Fig. 1: sequential cells colored by netlist name
Other sequential cells in the stronger gray, the rest of the logic in the fainter gray.
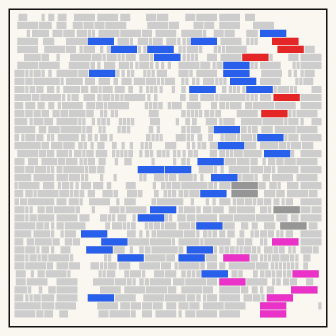
Fig. 2: ports around the boundary
Pins as bars across the die edge, other pins in gray.
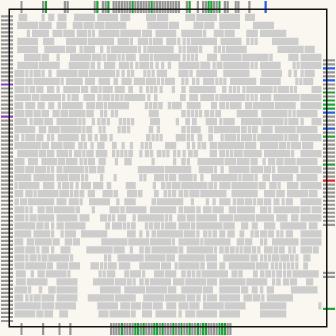
File: src/rtl/mem_stage.sv
// Memory pipeline stage: issues loads/stores to the data memory and registers MEM/WB results.
// Latency: a zero-wait access (ack in the request cycle) completes at the next edge; otherwise one extra cycle per wait state.
// Backpressure: stall is high while an access waits for dmem_ack; the upstream stage holds its inputs and the WB registers hold.
// Ports:
//   clock, reset_n                          - clock, async active-low reset
//   in_valid, result, result_2              - EX/MEM instruction, address/result, store data
//   load_inst, store_inst, ls_size, ls_unsigned, dest_reg, dest_reg_valid - op decode and writeback target
//   dmem_req/wr/addr/be/wdata, dmem_ack/rdata - data memory request / completion
//   wb_result, wb_dest_reg, wb_dest_reg_valid - registered MEM/WB values (forwarding source)
//   stall, misaligned, bus_error            - pipeline stall and one-cycle error pulses
module mem_stage #(
  parameter int unsigned MAX_WAIT = 255
) (
  input  logic        clock,
  input  logic        reset_n,
  input  logic        in_valid,
  input  logic [31:0] result,
  input  logic [31:0] result_2,
  input  logic        load_inst,
  input  logic        store_inst,
  input  logic [1:0]  ls_size,
  input  logic        ls_unsigned,
  input  logic [4:0]  dest_reg,
  input  logic        dest_reg_valid,
  output logic        dmem_req,
  output logic        dmem_wr,
  output logic [31:0] dmem_addr,
  output logic [3:0]  dmem_be,
  output logic [31:0] dmem_wdata,
  input  logic        dmem_ack,
  input  logic [31:0] dmem_rdata,
  output logic [31:0] wb_result,
  output logic [4:0]  wb_dest_reg,
  output logic        wb_dest_reg_valid,
  output logic        stall,
  output logic        misaligned,
  output logic        bus_error
);

  // Counter only has to reach MAX_WAIT-1 (the last WAIT cycle).
  localparam int CW = (MAX_WAIT < 2) ? 1 : $clog2(MAX_WAIT);
  localparam logic [CW-1:0] CNT_LAST = CW'(MAX_WAIT - 1);

  typedef enum logic {S_IDLE, S_WAIT} state_t;

  state_t        state_q, state_d;
  logic [CW-1:0] cnt_q, cnt_d;
  logic [31:0]   wb_result_q, wb_result_d;
  logic [4:0]    wb_dest_reg_q;
  logic          wb_valid_q, wb_valid_d;
  logic          misaligned_q, misaligned_d;
  logic          bus_error_q, bus_error_d;

  logic        is_half, is_word, mem_op, mis, timeout;
  logic        req_c, stall_c, done;
  logic [31:0] sh, load_data;

  assign is_half = (ls_size == 2'b01);
  assign is_word = ls_size[1];          // 11 (reserved) behaves as word
  assign mem_op  = in_valid & (load_inst | store_inst);
  assign mis     = (is_half & result[0]) | (is_word & (|result[1:0]));
  assign timeout = (state_q == S_WAIT) && (cnt_q == CNT_LAST);

  // Request fields come straight from the held EX/MEM inputs, so they stay
  // stable across WAIT without extra registers.
  assign dmem_addr = {result[31:2], 2'b00};
  assign dmem_wr   = store_inst;        // load+store together is a store

  always_comb begin
    case (ls_size)
      2'b00:   dmem_be = 4'b0001 << result[1:0];
      2'b01:   dmem_be = 4'b0011 << result[1:0];
      default: dmem_be = 4'b1111;
    endcase
  end

  always_comb begin
    case (ls_size)
      2'b00:   dmem_wdata = {4{result_2[7:0]}};
      2'b01:   dmem_wdata = {2{result_2[15:0]}};
      default: dmem_wdata = result_2;
    endcase
  end

  assign sh = dmem_rdata >> {result[1:0], 3'b000};

  always_comb begin
    case (ls_size)
      2'b00:   load_data = {{24{~ls_unsigned & sh[7]}}, sh[7:0]};
      2'b01:   load_data = {{16{~ls_unsigned & sh[15]}}, sh[15:0]};
      default: load_data = dmem_rdata;
    endcase
  end

  // FSM next state and handshake outputs
  always_comb begin
    state_d      = state_q;
    cnt_d        = cnt_q;
    req_c        = 1'b0;
    stall_c      = 1'b0;
    done         = 1'b0;
    misaligned_d = 1'b0;
    bus_error_d  = 1'b0;
    case (state_q)
      S_IDLE: begin
        // An ack with no request outstanding falls through untouched.
        if (mem_op) begin
          if (mis) begin
            misaligned_d = 1'b1;
          end else begin
            req_c = 1'b1;
            if (dmem_ack) begin
              done = 1'b1;
            end else begin
              stall_c = 1'b1;
              state_d = S_WAIT;
              cnt_d   = '0;
            end
          end
        end
      end
      S_WAIT: begin
        // The last permitted WAIT cycle abandons the access; a late ack
        // in that cycle is ignored because the request has been dropped.
        if (timeout) begin
          bus_error_d = 1'b1;
          state_d     = S_IDLE;
          cnt_d       = '0;
        end else begin
          req_c = 1'b1;
          if (dmem_ack) begin
            done    = 1'b1;
            state_d = S_IDLE;
          end else begin
            stall_c = 1'b1;
            cnt_d   = cnt_q + 1'b1;
          end
        end
      end
      default: state_d = S_IDLE;
    endcase
  end

  // WB next values (loaded only on non-stalled edges)
  always_comb begin
    wb_result_d = result;
    wb_valid_d  = 1'b0;
    if (done) begin
      if (!store_inst) wb_result_d = load_data;
      wb_valid_d = dest_reg_valid & ~store_inst;
    end else if ((state_q == S_IDLE) && in_valid && !mem_op) begin
      wb_valid_d = dest_reg_valid;
    end
  end

  always_ff @(posedge clock or negedge reset_n) begin
    if (!reset_n) begin
      state_q       <= S_IDLE;
      cnt_q         <= '0;
      wb_result_q   <= '0;
      wb_dest_reg_q <= '0;
      wb_valid_q    <= 1'b0;
      misaligned_q  <= 1'b0;
      bus_error_q   <= 1'b0;
    end else begin
      state_q      <= state_d;
      cnt_q        <= cnt_d;
      misaligned_q <= misaligned_d;
      bus_error_q  <= bus_error_d;
      if (!stall_c) begin
        wb_result_q   <= wb_result_d;
        wb_dest_reg_q <= dest_reg;
        wb_valid_q    <= wb_valid_d;
      end
    end
  end

  // Gate with reset so an in-flight access drops the instant reset asserts.
  assign dmem_req          = req_c & reset_n;
  assign stall             = stall_c & reset_n;
  assign wb_result         = wb_result_q;
  assign wb_dest_reg       = wb_dest_reg_q;
  assign wb_dest_reg_valid = wb_valid_q;
  assign misaligned        = misaligned_q;
  assign bus_error         = bus_error_q;

endmodule

File: config.mk
export PLATFORM = sky130hd
export DESIGN_NAME = mem_stage
export DESIGN_NICKNAME = d
export VERILOG_FILES = /design/src/rtl/mem_stage.sv
export SDC_FILE = /design/constraint.sdc
export NUM_CORES = 1
export LEC_CHECK = 0
export ABC_AREA = 1
export ABC_CLOCK_PERIOD_IN_PS = 1650
export CORE_UTILIZATION = 36
export DETAILED_ROUTE_END_ITERATION = 16
export PLACE_DENSITY = 0.79
export SLEW_MARGIN = 40
export SYNTH_ARGS = -nofsm -noshare
export SYNTH_HDL_FRONTEND = slang
export SYNTH_SLANG_ARGS = --single-unit
File: constraint.sdc
create_clock -name clock -period 1.65 [get_ports clock]
set_input_delay 0.33 -clock clock [delete_from_list [all_inputs] [get_ports clock]]
set_output_delay 0.33 -clock clock [all_outputs]
set_load 0.1 [all_outputs]
==> flow_summary.toml <==
# flow metrics
[sta]
setup_viol = 41
worst_slew_pin_slew_ns = 0.669
finalWorstSetupSlack_ns = -0.208

[finish]
fin_cells = 1032
comb_cells = 469
clockBufferCount = 5
antenna_cells = 0

[place]
place_hpwl_microns = 12500
dp_cells = 990

[die]
tap_cells = 140
coreArea_sq_um = 10800

[routing]
wl_per_cell_microns = 18.3
vias_per_cell = 5.29
drt-initial-drc-count = 523

[critical_path]
reg2reg_to = "wb_result[18]$_DFFE_PN0N_"

[flow_run]
maxCapViolCount = 0

[clocking]
clockBufferDepth = 2
clkTransAtPathRegs_ns = 0.10

[outcome]
outcome = "finished with violations"
violations = "negative setup slack"

[power_and_ir_drop]
maxPowerGroup = "combinational cells"
clock_power_share_pct = 11.0

[global_route]
grt_max_degree = 50

[synth]
top_logic_kind = "simple AND/OR/NAND/NOR gates"
Notes on Fig. 1 above:
legend:
  magenta:
    netlist_name: cnt_q
    sequential_cells: 8
    where: bottom right
  blue:
    netlist_name: wb_result
    sequential_cells: 32
  red:
    netlist_name: wb_dest_reg
    sequential_cells: 5
    where: top right
sequential power: 1.54 mW
final core occ: 80.5%
Register Area: 1230 sq um

Notes on Fig. 2 above:
legend:
  red:
    port: store_inst
    pins: 1
    direction: input
    edge: right
  blue:
    port: wb_dest_reg
    pins: 5
    direction: output
    edge: 4 right, 1 top
  purple:
    port: ls_size
    pins: 2
    direction: input
    edge: left
  green:
    port: dmem_addr
    pins: 32
    direction: output
    edge: 16 bottom, 9 top, 7 right
die x size: 107 microns
I/O Buffers: 219
height of the die: 107 microns

-- cell usage after synthesis, drive strengths merged --
library cell    n
nor4            1
nand4           4
xor2            2
nand2         304
conb            1
o21ai          43
nand3          77
nand3b          1
a21boi          1
o21a            1
o31ai           1
ha              2
buf            64
clkbuf          9
a21oi           2
nor2           19
inv            46
o211ai          8
a31o            1
dfrtp          49
-- worst max-delay path by stage --
stage                               startpoint        endpoint  slack (ns)  depth (start not counted)
after floorplan                     ls_size[1]  dmem_wdata[24]       -0.94                          5
after global placement              ls_size[1]  dmem_wdata[27]       -0.40                          6
after detailed placement            ls_size[1]  dmem_wdata[29]       -0.41                          7
after CTS                 cnt_q[0]$_DFFE_PN0P_           stall       -0.17                          8
after global routing      cnt_q[0]$_DFFE_PN0P_           stall       -0.26                          8
final                     cnt_q[0]$_DFFE_PN0P_           stall       -0.21                          8
-- cell families after synthesis --
group | after synthesis
compound gates | 57
xor+xnor | 2
fa+ha+maj | 2
buf+inv | 119
flops | 49
other cells | 1
simple gates | 406
-- critical path: stages, from the launching register on --
cell,delay [ns]
dfrtp_1,0.41
inv_2,0.08
ha_4,0.15
inv_4,0.04
nor2_4,0.10
nand3_4,0.13
nand3_4,0.10
nor2_4,0.04
buf_12,0.16
-- metrics by stage --
step | area [sq um] | hold slack [ns]
global route | 8690 | 0.199
detailed placement | 7710 | 0.501
CTS | 7960 | 0.163
global placement | 7710 | 0.486
floorplan | 4230 | 0.0344
finish | 8690 | 0.128
-- layer usage --
| metal | up-vias | part of all wire [%] | GRT usage, % |
|---|---|---|---|
| met1 | 2611 | 34 | 29.7 |
| met5 | - | 0 | 0 |
| met3 | 66 | 7.9 | 7.72 |
| met2 | 304 | 54 | 52.8 |
| met4 | 0 | 3.8 | 7.34 |
| li1 | 2480 | - | - |
Power and IR drop assume default switching activity.
